### The metal 1 layer

Scale bar: 50 µm. Supply wires on this layer in grey.
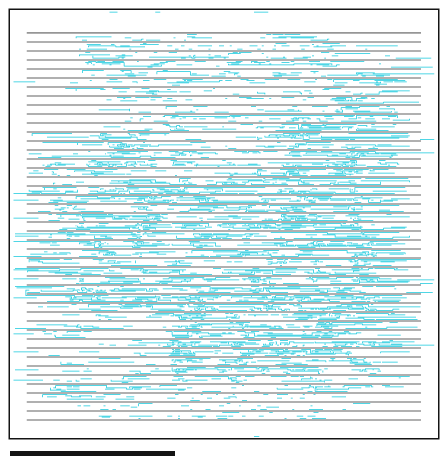
### Met2 routing

Cells faint in the background.
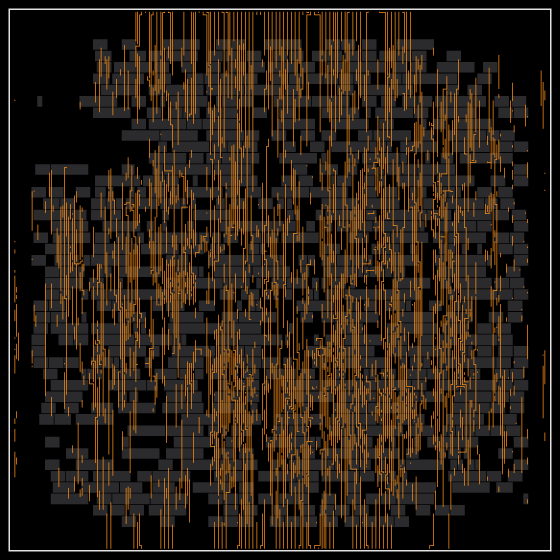
### Signal wires on met3

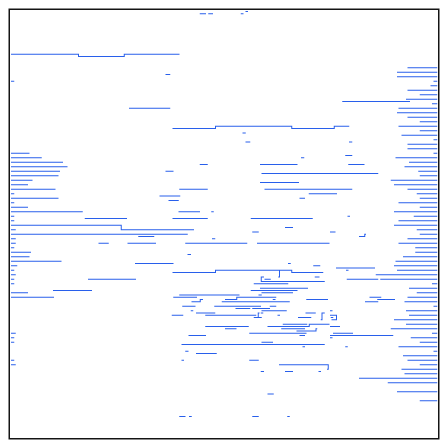
### M4 wires

Supply wires on this layer in grey.
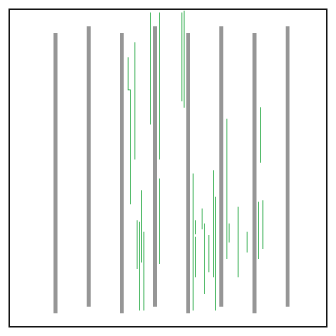
### config.mk
export PLATFORM = sky130hd
export DESIGN_NAME = memorystage
export DESIGN_NICKNAME = d
export VERILOG_FILES = /design/src/rtl/memorystage.sv
export SDC_FILE = /design/constraint.sdc
export NUM_CORES = 1
export LEC_CHECK = 0
export ABC_AREA = 0
export CORE_MARGIN = 5
export CORE_UTILIZATION = 45
export DETAILED_ROUTE_END_ITERATION = 10
export PLACE_DENSITY_LB_ADDON = 0.25
export RECOVER_POWER = 50
export SETUP_SLACK_MARGIN = 0.5
export SKIP_CTS_REPAIR_TIMING = 1
export SYNTH_ARGS = -nofsm -noshare
export SYNTH_HDL_FRONTEND = slang
export SYNTH_SLANG_ARGS = --single-unit
### constraint.sdc
create_clock -name clk -period 5.58 [get_ports clk]
set_input_delay 1.116 -clock clk [delete_from_list [all_inputs] [get_ports clk]]
set_output_delay 1.116 -clock clk [all_outputs]
set_load 0.01 [all_outputs]
### src/rtl/memorystage.sv
// ============================================================================
// memorystage - RV32I memory-access pipeline stage
//
// Sits after execute. Non-memory ops pass straight through to writeback with
// one cycle of latency. Loads/stores run a request/acknowledge transaction on
// the data-memory port while holding execute via stall_out. Load data is lane
// aligned and sign/zero extended. Misaligned accesses and timeouts produce a
// single-cycle status pulse and no writeback.
//
// Ports
//   clk, rst        clock (rising edge), asynchronous active-low reset
//   addr_in         effective address from execute
//   data_in         ALU result / store data from execute
//   rd_in, func_in  destination register and operation code from execute
//   stall_out       execute must hold its outputs (state is BUSY)
//   mem_req/we      memory request valid / write
//   mem_addr        word-aligned address
//   mem_wdata/wstrb lane-replicated store data / byte enables
//   mem_rdata/ack   read data and one-cycle completion pulse
//   wb_data, rd_out, wb_en, func_out  writeback interface
//   misalign        pulse: misaligned load/store dropped
//   bus_err         pulse: access aborted after TIMEOUT cycles without ack
// ============================================================================
module memorystage #(
    parameter int unsigned width   = 32,
    parameter int unsigned TIMEOUT = 16
) (
    input  logic             clk,
    input  logic             rst,
    input  logic [width-1:0] addr_in,
    input  logic [width-1:0] data_in,
    input  logic [4:0]       rd_in,
    input  logic [5:0]       func_in,
    output logic             stall_out,
    output logic             mem_req,
    output logic             mem_we,
    output logic [width-1:0] mem_addr,
    output logic [width-1:0] mem_wdata,
    output logic [3:0]       mem_wstrb,
    input  logic [width-1:0] mem_rdata,
    input  logic             mem_ack,
    output logic [width-1:0] wb_data,
    output logic [4:0]       rd_out,
    output logic             wb_en,
    output logic [5:0]       func_out,
    output logic             misalign,
    output logic             bus_err
);

    // Function codes (rv32i_defs encoding)
    localparam logic [5:0] F_NOP   = 6'h00;
    localparam logic [5:0] F_ALU_LO = 6'h01;  // first ALU code (ADD)
    localparam logic [5:0] F_JALR  = 6'h17;   // ALU..LUI,AUIPC,JAL,JALR contiguous
    localparam logic [5:0] F_LB    = 6'h20;
    localparam logic [5:0] F_LH    = 6'h21;
    localparam logic [5:0] F_LW    = 6'h22;
    localparam logic [5:0] F_LBU   = 6'h23;
    localparam logic [5:0] F_LHU   = 6'h24;
    localparam logic [5:0] F_SB    = 6'h28;
    localparam logic [5:0] F_SH    = 6'h29;
    localparam logic [5:0] F_SW    = 6'h2A;

    localparam int unsigned CW = (TIMEOUT < 2) ? 1 : $clog2(TIMEOUT + 1);

    typedef enum logic [0:0] {S_IDLE, S_BUSY} state_t;

    function automatic logic f_is_load(input logic [5:0] f);
        return (f == F_LB) || (f == F_LH) || (f == F_LW) ||
               (f == F_LBU) || (f == F_LHU);
    endfunction

    function automatic logic f_is_store(input logic [5:0] f);
        return (f == F_SB) || (f == F_SH) || (f == F_SW);
    endfunction

    state_t           r_state, w_state_n;
    logic [width-1:0] r_wb_data, w_wb_data_n;
    logic [width-1:0] r_mem_addr, w_mem_addr_n;
    logic [width-1:0] r_mem_wdata, w_mem_wdata_n;
    logic [3:0]       r_mem_wstrb, w_mem_wstrb_n;
    logic             r_mem_we, w_mem_we_n;
    logic [4:0]       r_rd_out, w_rd_out_n;
    logic [5:0]       r_func_out, w_func_out_n;
    logic [5:0]       r_acc_func, w_acc_func_n;
    logic [1:0]       r_lane, w_lane_n;
    logic             r_wb_en, w_wb_en_n;
    logic             r_misalign, w_misalign_n;
    logic             r_bus_err, w_bus_err_n;
    logic [CW-1:0]    r_cnt, w_cnt_n, w_cnt_inc;

    logic             w_in_load, w_in_store, w_in_wb_op, w_in_aligned;
    logic             w_timeout;
    logic [width-1:0] w_st_wdata;
    logic [3:0]       w_st_strb;
    logic [7:0]       w_byte;
    logic [15:0]      w_half;
    logic [width-1:0] w_load_val;

    // ------------------------------------------------------------------
    // Input decode
    // ------------------------------------------------------------------
    assign w_in_load  = f_is_load(func_in);
    assign w_in_store = f_is_store(func_in);
    assign w_in_wb_op = (func_in >= F_ALU_LO) && (func_in <= F_JALR);

    always_comb begin
        w_in_aligned = 1'b1;
        if (func_in == F_LW || func_in == F_SW)
            w_in_aligned = (addr_in[1:0] == 2'b00);
        else if (func_in == F_LH || func_in == F_LHU || func_in == F_SH)
            w_in_aligned = ~addr_in[0];
    end

    always_comb begin
        w_st_wdata = '0;
        w_st_strb  = '0;
        case (func_in)
            F_SB: begin
                w_st_wdata = {4{data_in[7:0]}};
                w_st_strb  = 4'b0001 << addr_in[1:0];
            end
            F_SH: begin
                w_st_wdata = {2{data_in[15:0]}};
                w_st_strb  = addr_in[1] ? 4'b1100 : 4'b0011;
            end
            F_SW: begin
                w_st_wdata = data_in;
                w_st_strb  = 4'b1111;
            end
            default: ;
        endcase
    end

    // ------------------------------------------------------------------
    // Load data alignment / extension (uses lane captured at request)
    // ------------------------------------------------------------------
    always_comb begin
        case (r_lane)
            2'd0:    w_byte = mem_rdata[7:0];
            2'd1:    w_byte = mem_rdata[15:8];
            2'd2:    w_byte = mem_rdata[23:16];
            default: w_byte = mem_rdata[31:24];
        endcase
        w_half = r_lane[1] ? mem_rdata[31:16] : mem_rdata[15:0];
        case (r_acc_func)
            F_LB:    w_load_val = {{(width-8){w_byte[7]}}, w_byte};
            F_LBU:   w_load_val = {{(width-8){1'b0}}, w_byte};
            F_LH:    w_load_val = {{(width-16){w_half[15]}}, w_half};
            F_LHU:   w_load_val = {{(width-16){1'b0}}, w_half};
            default: w_load_val = mem_rdata;
        endcase
    end

    // Abort when this BUSY cycle would bring the count to TIMEOUT; an ack in
    // the same cycle takes priority in the next-state logic below.
    assign w_cnt_inc = r_cnt + 1'b1;
    assign w_timeout = (TIMEOUT != 0) && (w_cnt_inc == CW'(TIMEOUT));

    // ------------------------------------------------------------------
    // Next-state / next-output logic
    // ------------------------------------------------------------------
    always_comb begin
        w_state_n     = r_state;
        w_wb_data_n   = r_wb_data;
        w_mem_addr_n  = r_mem_addr;
        w_mem_wdata_n = r_mem_wdata;
        w_mem_wstrb_n = r_mem_wstrb;
        w_mem_we_n    = r_mem_we;
        w_rd_out_n    = r_rd_out;
        w_func_out_n  = r_func_out;
        w_acc_func_n  = r_acc_func;
        w_lane_n      = r_lane;
        w_wb_en_n     = r_wb_en;
        w_misalign_n  = 1'b0;
        w_bus_err_n   = 1'b0;
        w_cnt_n       = r_cnt;

        case (r_state)
            S_IDLE: begin
                if (w_in_load || w_in_store) begin
                    w_func_out_n = F_NOP;
                    w_wb_en_n    = 1'b0;
                    if (w_in_aligned) begin
                        w_state_n     = S_BUSY;
                        w_cnt_n       = '0;
                        w_mem_addr_n  = {addr_in[width-1:2], 2'b00};
                        w_mem_we_n    = w_in_store;
                        w_mem_wdata_n = w_st_wdata;
                        w_mem_wstrb_n = w_st_strb;
                        w_acc_func_n  = func_in;
                        w_lane_n      = addr_in[1:0];
                        // rd_out carries the access's destination through BUSY
                        w_rd_out_n    = rd_in;
                    end else begin
                        w_misalign_n = 1'b1;
                    end
                end else begin
                    w_wb_data_n  = data_in;
                    w_rd_out_n   = rd_in;
                    w_func_out_n = func_in;
                    w_wb_en_n    = w_in_wb_op && (rd_in != 5'd0);
                end
            end
            S_BUSY: begin
                if (mem_ack) begin
                    w_state_n    = S_IDLE;
                    w_func_out_n = r_acc_func;
                    if (f_is_load(r_acc_func)) begin
                        w_wb_data_n = w_load_val;
                        w_wb_en_n   = (r_rd_out != 5'd0);
                    end else begin
                        w_wb_en_n   = 1'b0;
                    end
                end else if (w_timeout) begin
                    w_state_n    = S_IDLE;
                    w_bus_err_n  = 1'b1;
                    w_func_out_n = F_NOP;
                    w_wb_en_n    = 1'b0;
                end else begin
                    w_cnt_n = w_cnt_inc;
                end
            end
            default: w_state_n = S_IDLE;
        endcase
    end

    // ------------------------------------------------------------------
    // State register
    // ------------------------------------------------------------------
    always_ff @(posedge clk or negedge rst) begin
        if (!rst) begin
            r_state     <= S_IDLE;
            r_wb_data   <= '0;
            r_mem_addr  <= '0;
            r_mem_wdata <= '0;
            r_mem_wstrb <= '0;
            r_mem_we    <= 1'b0;
            r_rd_out    <= '0;
            r_func_out  <= F_NOP;
            r_acc_func  <= F_NOP;
            r_lane      <= '0;
            r_wb_en     <= 1'b0;
            r_misalign  <= 1'b0;
            r_bus_err   <= 1'b0;
            r_cnt       <= '0;
        end else begin
            r_state     <= w_state_n;
            r_wb_data   <= w_wb_data_n;
            r_mem_addr  <= w_mem_addr_n;
            r_mem_wdata <= w_mem_wdata_n;
            r_mem_wstrb <= w_mem_wstrb_n;
            r_mem_we    <= w_mem_we_n;
            r_rd_out    <= w_rd_out_n;
            r_func_out  <= w_func_out_n;
            r_acc_func  <= w_acc_func_n;
            r_lane      <= w_lane_n;
            r_wb_en     <= w_wb_en_n;
            r_misalign  <= w_misalign_n;
            r_bus_err   <= w_bus_err_n;
            r_cnt       <= w_cnt_n;
        end
    end

    // Request and stall follow the state only, never mem_ack directly
    assign mem_req   = (r_state == S_BUSY);
    assign stall_out = (r_state == S_BUSY);
    assign mem_we    = r_mem_we;
    assign mem_addr  = r_mem_addr;
    assign mem_wdata = r_mem_wdata;
    assign mem_wstrb = r_mem_wstrb;
    assign wb_data   = r_wb_data;
    assign rd_out    = r_rd_out;
    assign wb_en     = r_wb_en;
    assign func_out  = r_func_out;
    assign misalign  = r_misalign;
    assign bus_err   = r_bus_err;

endmodule

==> job_summary.md <==
## PnR job results

| Metric | Value |
|---|---|
| Root buf cell | clkbuf_16 |
| H-tree levels | 4 |
| Pin count of the biggest net entering global routing | 85 |
| Setup ws final | 2.11 ns |
| CTS sink cnt | 127 |
| Ys async rst share | 100% |
| Power Clock | 1.09 mW |
| Switching share of power | 30.8% |
| Lkg Pwr | 3.90 nW |
| Worst-margin pin slew | 0.979 ns |
| Setup violators final | 0 |
| Comb power frac | 32.3% |
| Critical path fanouts, max | 34 |
| Status | complete, no violations |
| Pre-CTS WS | 1.75 ns |
| Drt drc | 0 |
| Power Density | 375 mW/mm² |
| Clock Power Share | 31.3% |
| Critical Path Source Type | input port |
| Area post-placement | 0.00868 mm² |
| Chip area | 0.0167 mm² |
Notes on 'The metal 1 layer' above:
- wire length on this layer: 8,220 µm
- main direction: horizontal
- nets with wire on the layer: 804
- longest straight run: 39.1 µm
met1 usage: 31.9%
via count: 5,825
drt total wl: 21,100 µm

Notes on 'Met2 routing' above:
- nets with wire on the layer: 822
- share of all routed wire: 48%
met2 Use GR: 41.0%

Notes on 'Signal wires on met3' above:
- longest straight run: 53.1 µm
- nets with wire on the layer: 179

Notes on 'M4 wires' above:
- longest straight run: 59.8 µm
- main direction: vertical
- wire length on this layer: 826 µm
- share of all routed wire: 3.9%
- nets with wire on the layer: 25

-- cells in the mapped netlist, drive strengths merged (5+ instances only) --
cell type / number
and3: 8
mux2: 42
o31ai: 11
buf: 24
o21ai: 56
nand2: 99
nor3: 14
mux2i: 18
nor2: 22
nand2b: 8
a311oi: 7
a211oi: 10
o2bb2ai: 23
a21oi: 13
a22oi: 22
inv: 5
clkbuf: 21
a22o: 10
dfrtp: 127
nand3: 10
mux4: 7
-- metrics by stage --
step | total power, mW | hold slack, ns | cells | util (%)
6_report | 3.47 | 0.477 | 1000 | 66.5
2_1_floorplan | 1.85 | 0.476 | 604 | -
3_3_place_gp | 2.40 | 0.461 | 968 | 62.3
3_5_place_dp | 2.43 | 0.470 | 968 | 62.3
5_1_grt | 3.63 | 0.506 | 1000 | 66.5
4_1_cts | 3.52 | 0.482 | 1000 | 66.5
-- metal layers --
layer / track usage, % / vias up / part of all wire [%]
met5: 0 / - / 0
met4: 12.6 / 0 / 3.9
met3: 6.10 / 60 / 8.7
met2: 41.0 / 311 / 48
met1: 31.9 / 2843 / 39
li1: - / 2611 / -
-- cell type report --
type / instances / share of cell area, %
Timing Repair Buffer: 229 / 24.8
Sequential cell: 127 / 34.3
Clock buffer: 27 / 5.43
Multi-Input combinational cell: 427 / 32.0
Inverter: 5 / 0.203
Tap cell: 180 / 2.43
Clock inverter: 5 / 0.837
-- kinds of logic (layout without fill, tap and decap cells) --
logic type	Yosys count	after routing	synth area share, %
buffers and inverters	50	266	4.35
DFF	127	127	49.6
adders and majority gates	1	1	0.195
xor gates and xnor gates	3	3	0.703
AOI/OAI and AO/OA	170	170	18.3
and+or+nand+nor	184	184	13.6
muxes	67	67	13.2
other	1	2	0.0585
-- critical path, delay by kind of cell --
family	cells	cell delay, ns
AOI/OAI and AO/OA	3	1.01
and+or+nand+nor	1	0.39
buffers and inverters	2	1.22
-- placed cells by master (no fill, tap or decap), drive strengths merged, types with 5 or more instances in the layout --
master / synthesis / routed
o21ai: 56 / 56
mux2i: 18 / 18
and3: 8 / 8
clkdlybuf4s50: 0 / 167
nor3: 14 / 14
nand2: 99 / 99
nand3: 10 / 10
dfrtp: 127 / 127
clkbuf: 21 / 27
a311oi: 7 / 7
nor2: 22 / 22
a22oi: 22 / 22
dlygate4sd3: 0 / 56
mux2: 42 / 42
a21oi: 13 / 13
o31ai: 11 / 11
buf: 24 / 6
a211oi: 10 / 10
inv: 5 / 5
a22o: 10 / 10
o2bb2ai: 23 / 23
mux4: 7 / 7
nand2b: 8 / 8
-- path summary, 6_finish.rpt --
| path | from | to | slack (ns) | depth (start not counted) |
|---|---|---|---|---|
| min in group asynchronous | rst | wb_data[2] | 0.69 | 1 |
| max in group asynchronous | rst | wb_data[24] | 3.67 | 2 |
| max | func_in[1] | wb_data[20] | 2.11 | 6 |
| min | wb_data[27] | wb_data[27] | 0.48 | 2 |
| max reg2reg | mem_req | wb_data[20] | 2.88 | 5 |
| min reg2reg | wb_data[27] | wb_data[27] | 0.48 | 2 |
-- state kept, by name, indices dropped and copies added, names as in the netlist, 2 cells and up --
signal      cells
func_out        6
r_acc_func      6
r_cnt           5
rd_out          5
r_lane          2
mem_addr       30
mem_wstrb       4
wb_data        32
mem_wdata      32
Power figures rest on the tool's default switching activity, not on a simulated workload.
